<file path="src/rtl/simon_sequencer.sv">
// simon_sequencer: memory-game controller that grows, plays back and checks a random colour sequence.
// Optional INPUT_TIMEOUT_EN macro adds a per-press timeout counted in timer pulses.
module simon_sequencer #(
  parameter int COLOR_W = 2,
  parameter int MAX_LEN = 32,
  parameter int CNT_W = $clog2(MAX_LEN + 1),
  parameter int TIMEOUT_PULSES = 8
) (
  input  logic               clk,
  input  logic               rst_n,
  input  logic [COLOR_W-1:0] in_i,
  input  logic               in_valid_i,
  input  logic [COLOR_W-1:0] rand_i,
  input  logic               timer_pulse_i,
  input  logic               start_game_i,
  output logic [COLOR_W-1:0] out_o,
  output logic               out_ena_o,
  output logic               timer_go_o,
  output logic               win_o,
  output logic               lose_o,
  output logic               hs_o,
  output logic [CNT_W-1:0]   score_o,
  output logic [CNT_W-1:0]   high_score_o,
  output logic               busy_o
);
  localparam int IDX_W = (MAX_LEN > 1) ? $clog2(MAX_LEN) : 1;
  localparam logic [CNT_W-1:0] LEN = CNT_W'(MAX_LEN);
  localparam logic [CNT_W-1:0] ONE = CNT_W'(1);
  typedef enum logic [2:0] {IDLE, ADD, SHOW, SHOW_WAIT, INPUT, END_WIN, END_LOSE} state_t;
  state_t state_q;
  logic [CNT_W-1:0] cnt_q, i_q, score_q, high_q;
  logic [COLOR_W-1:0] out_q;
  logic out_ena_q, timer_go_q, win_q, lose_q, hs_q;
  logic [COLOR_W-1:0] stack_q [MAX_LEN];
  logic last, hit;
`ifdef INPUT_TIMEOUT_EN
  localparam int TMO_W = $clog2(TIMEOUT_PULSES + 1);
  localparam logic [TMO_W-1:0] TMO_LAST = TMO_W'(TIMEOUT_PULSES - 1);
  logic [TMO_W-1:0] tmo_q;
`endif
  assign last = i_q == cnt_q - ONE;
  assign hit = in_i == stack_q[i_q[IDX_W-1:0]];
  // Sequence storage carries no reset; only entries below cnt are ever read.
  always_ff @(posedge clk)
    if (state_q == ADD && cnt_q != LEN) stack_q[cnt_q[IDX_W-1:0]] <= rand_i;
  always_ff @(posedge clk or negedge rst_n) begin
    if (!rst_n) begin
      state_q <= IDLE;
      cnt_q <= '0;
      i_q <= '0;
      score_q <= '0;
      high_q <= '0;
      out_q <= '1;
      out_ena_q <= 1'b0;
      timer_go_q <= 1'b0;
      win_q <= 1'b0;
      lose_q <= 1'b0;
      hs_q <= 1'b0;
`ifdef INPUT_TIMEOUT_EN
      tmo_q <= '0;
`endif
    end else begin
      timer_go_q <= 1'b0;
      hs_q <= 1'b0;
      case (state_q)
        IDLE: begin
          cnt_q <= '0;
          i_q <= '0;
          out_ena_q <= 1'b0;
          if (start_game_i) begin
            win_q <= 1'b0;
            lose_q <= 1'b0;
            score_q <= '0;
            state_q <= ADD;
          end
        end
        ADD: begin
          if (cnt_q == LEN) state_q <= END_WIN;
          else begin
            cnt_q <= cnt_q + ONE;
            i_q <= '0;
            state_q <= SHOW;
          end
        end
        SHOW: begin
          out_q <= stack_q[i_q[IDX_W-1:0]];
          out_ena_q <= 1'b1;
          timer_go_q <= 1'b1;
          state_q <= SHOW_WAIT;
        end
        SHOW_WAIT: begin
          if (timer_pulse_i) begin
            out_ena_q <= 1'b0;
            if (last) begin
              i_q <= '0;
              state_q <= INPUT;
`ifdef INPUT_TIMEOUT_EN
              timer_go_q <= 1'b1;
              tmo_q <= '0;
`endif
            end else begin
              i_q <= i_q + ONE;
              state_q <= SHOW;
            end
          end
        end
        INPUT: begin
          // A press in the same cycle as the final timeout pulse takes priority.
          if (in_valid_i) begin
            if (!hit) state_q <= END_LOSE;
            else if (last) begin
              score_q <= cnt_q;
              state_q <= ADD;
            end else begin
              i_q <= i_q + ONE;
`ifdef INPUT_TIMEOUT_EN
              timer_go_q <= 1'b1;
              tmo_q <= '0;
`endif
            end
          end
`ifdef INPUT_TIMEOUT_EN
          else if (timer_pulse_i) begin
            if (tmo_q == TMO_LAST) state_q <= END_LOSE;
            else tmo_q <= tmo_q + TMO_W'(1);
          end
`endif
        end
        END_WIN, END_LOSE: begin
          if (state_q == END_WIN) win_q <= 1'b1;
          else lose_q <= 1'b1;
          if (score_q > high_q) begin
            high_q <= score_q;
            hs_q <= 1'b1;
          end
          state_q <= IDLE;
        end
        default: state_q <= IDLE;
      endcase
    end
  end
  assign out_o = out_q;
  assign out_ena_o = out_ena_q;
  assign timer_go_o = timer_go_q;
  assign win_o = win_q;
  assign lose_o = lose_q;
  assign hs_o = hs_q;
  assign score_o = score_q;
  assign high_score_o = high_q;
  assign busy_o = state_q != IDLE;
endmodule

</file>
<file path="config.mk">
export PLATFORM = sky130hd
export DESIGN_NAME = simon_sequencer
export DESIGN_NICKNAME = d
export VERILOG_FILES = /design/src/rtl/simon_sequencer.sv
export SDC_FILE = /design/constraint.sdc
export NUM_CORES = 1
export LEC_CHECK = 0
export CAP_MARGIN = 20
export CORE_ASPECT_RATIO = 1.4
export CORE_UTILIZATION = 35
export CTS_CLUSTER_DIAMETER = 100
export DETAILED_ROUTE_END_ITERATION = 10
export PLACE_DENSITY = 0.62
export SYNTH_ARGS = -nofsm -noshare
export SYNTH_HDL_FRONTEND = slang
export SYNTH_SLANG_ARGS = --single-unit
</file>
<file path="constraint.sdc">
create_clock -name clk -period 3.35 [get_ports clk]
set_input_delay 1.005 -clock clk [delete_from_list [all_inputs] [get_ports clk]]
set_output_delay 1.005 -clock clk [all_outputs]
set_load 0.02 [all_outputs]
</file>
final_congestion.png
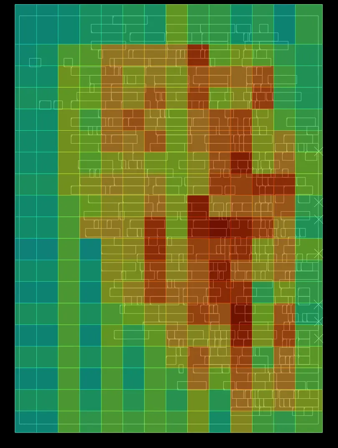
met3 Use GR: 2.860%
met1 Usage GRT: 18.46%

met1.png
(3 px per um)
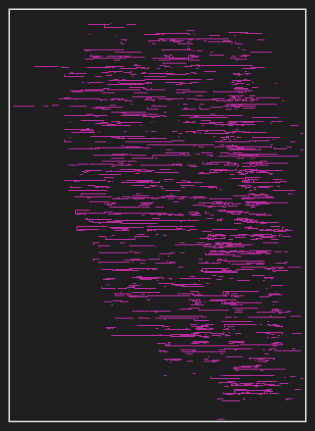
wire length on this layer	3840 um
longest straight run	24.4 um
main direction	horizontal

cell_classes.png
(3 px per um)
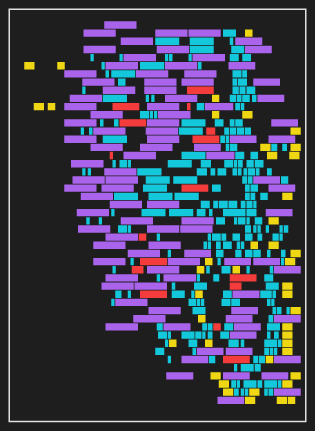
class	colour	cells	share of their area
other buffers and delay cells	yellow	43	7.6%
all other logic	cyan	229	33%
flip-flops	purple	98	54%
clock drivers and dummy loads	red	16	5.4%

zoom.png
Window x 12 to 37, y 90 to 115 um. Cells in grey, sequential cells in the stronger grey; small squares are vias.
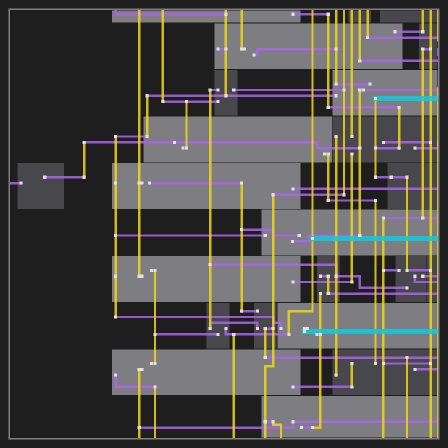
layer	colour
met1	purple
met3	cyan
met2	yellow
sequential cells in the window	9
netlist names of flops here include	`stack_q` (9)
cells with their middle in the window	17
most frequent	edfxtp_1 (9), nor2_1 (4), mux4_2 (2)

==> results.sh <==
# flow metrics
export IMPL_cts_hold_buf=0
export IMPL_synthTopCellsByArea="edfxtp_1, dfrtp_1, mux4_2, nor2_1, ha_1"
export IMPL_max_slew_margin_pct=57.24
export IMPL_cts_clk_slew_worst_paths_ns=0.07
export IMPL_p_per_area_nw_per_um2=679.4
export IMPL_start_kind="register"
export IMPL_path_buffers=3
export IMPL_nets=401
export IMPL_io_buffers=28
export IMPL_cpPeakStageDelay_ns=0.63
export IMPL_htree_levels=3
export IMPL_drc=7
export IMPL_dr_pass1_iters=8
export IMPL_hold_path_class="reg -> reg"
export IMPL_yosysUniqueCellTypes=53
export IMPL_nFillCells=1147
export IMPL_fin_ws_ns=0.3415
export IMPL_cts_sinks=98
export IMPL_row_count=48
export IMPL_cts_buffer_depth=2
export IMPL_top_cell_area_share_pct=42.23
export IMPL_cts_resized=0
export IMPL_area_growth_pct=17.43
export IMPL_numCtsBuffers=9
export IMPL_synth_area_um2=4551
export IMPL_setup_viol=0
export IMPL_route_vias_total=2857
export IMPL_grt_pass1_vias=3082
export IMPL_dp_worst_setup_slack_ns=0.3534
export IMPL_antenna_found_initial=0
export IMPL_fp_utilization_pct=36.43
export IMPL_syn_nets=361
export IMPL_synth_seq_area_share_pct=60.98
export IMPL_warnings=29
export IMPL_finalHoldViolations=0
export IMPL_violations="design-rule violations"
export IMPL_fin_crit_ns=3.008
export IMPL_ant_nets=0
export IMPL_avgSynthCellArea_um2=13.34
export IMPL_grt_pass1_wl_mm=16.68
export IMPL_place_detailed_hpwl_mm=7.181
export IMPL_clk_latency_ns=0.35
export IMPL_diodes=0
export IMPL_grt_usage_pct=16.63
export IMPL_gp_congestion=0.8432
export IMPL_finalMaxSlewViolations=0
export IMPL_maxCapViolCount=0
export IMPL_cp_slowest_cell="clkdlybuf4s50_1"
export IMPL_outcome="finished with violations"
export IMPL_synthArstFlopShare_pct=34.69
export IMPL_grt_max_degree=35
export IMPL_leakagePower_nw=1.904
export IMPL_synthCells=341
export IMPL_edf_count=64
export IMPL_root_buffer="clkbuf_16"
export IMPL_drtIter0Drc=205
export IMPL_postCtsSetupBuffers=0
export IMPL_dp_cells=520
export IMPL_yosys_area_top_type="edfxtp_1"
export IMPL_grt_overflow=0
export IMPL_arrival_ns=2.00
[layout make-up]
type                       count  area [um2]  share of cell area [%]
clock buffer                   9       225.2                   4.214
sequential                    98        2775                   51.93
multi-input combinational    216        1660                   31.07
timing repair buffer          43       392.9                   7.352
tap                          150       187.7                   3.512
inverter                      13       48.80                  0.9131
clock inverter                 7       53.80                   1.007
[tightest hold or removal path, cell delays in order, from the launching register on]
cell and delay [ns]:
dfrtp_1 0.34, o21ai_0 0.08, nand2b_1 0.06
[layout by cell type, fill, tap and decap left out, types with 4 or more instances in the layout]
master	instances
nor2_1	52
o21ai_0	7
a22o_1	6
clkbuf_16	9
nand3b_1	6
nand3_1	6
xnor2_1	5
buf_4	15
o21ai_1	10
edfxtp_1	64
ha_1	11
nor3_1	4
clkdlybuf4s50_1	28
dfrtp_1	32
xor2_1	7
a21oi_1	11
mux4_2	20
inv_1	12
nand2_1	20
[flip-flops by register name (all words and copies together), names as in the netlist]
signal,count
out_o,2
timer_go_o,1
i_q,6
stack_q,64
out_ena_o,1
high_score_o,6
lose_o,1
score_o,6
state_q,3
hs_o,1
win_o,1
cnt_q,6
[routing by layer]
| layer | vias to the layer above | part of all wire, % | global-route usage [%] |
|---|---|---|---|
| li1 | 1353 | - | - |
| met1 | 1434 | 38 | 18.46 |
| met2 | 58 | 56 | 30.99 |
| met3 | 12 | 3.7 | 2.860 |
| met4 | 0 | 2.1 | 7.629 |
| met5 | - | 0 | 0 |
[cell usage after synthesis, types with 5 or more instances]
library cell	instances
nor2_1	52
inv_1	12
edfxtp_1	64
o21ai_0	7
dfrtp_1	32
a22o_1	6
a21oi_1	11
nand3b_1	6
nand2_1	20
xor2_1	7
o21ai_1	10
mux4_2	20
ha_1	11
xnor2_1	5
nand3_1	6
clkbuf_1	10
[cell families (layout without fill, tap and decap cells)]
kind of cell	count (synthesis)	count (layout)	share of synthesized area, %
AND-OR/OR-AND	59	59	8.716
XOR/XNOR	12	12	2.310
adder cells (fa/ha/maj)	11	11	3.024
buffers and inverters	27	72	2.530
flip-flops	98	98	60.98
multiplexers	24	24	10.81
AND/OR/NAND/NOR	110	110	11.63
[metrics by stage]
step / power (W) / area [um2] / hold WS (ns) / util (%)
after CTS: 0.003664 / 5344 / 0.5174 / 42.78
after global placement: 0.002667 / 5065 / 0.5069 / 40.54
after detailed placement: 0.002697 / 5065 / 0.4994 / 40.54
after global routing: 0.003832 / 5344 / 0.5386 / 42.78
after floorplan: 0.002333 / 4551 / 0.4716 / -
final: 0.003631 / 5344 / 0.5097 / 42.78
[power by group]
group          switching [W]  internal (W)
combinational       0.000649      0.000527
sequential         0.0000992       0.00139
clock               0.000459      0.000510
[final timing paths]
path,start,to,cells past startpoint
max,state_q[2]$_DFFE_PN0P_,busy_o,4
min,out_ena_o$_DFFE_PN0P_,out_ena_o$_DFFE_PN0P_,2
max reg2reg,i_q[0]$_DFFE_PN0P_,score_o[3]$_DFFE_PN0P_,8
min reg2reg,out_ena_o$_DFFE_PN0P_,out_ena_o$_DFFE_PN0P_,2
max in group asynchronous,rst_n,out_o[0]$_DFFE_PN1P_,2
min in group asynchronous,rst_n,hs_o$_DFF_PN0_,2
Power and IR drop assume default switching activity.
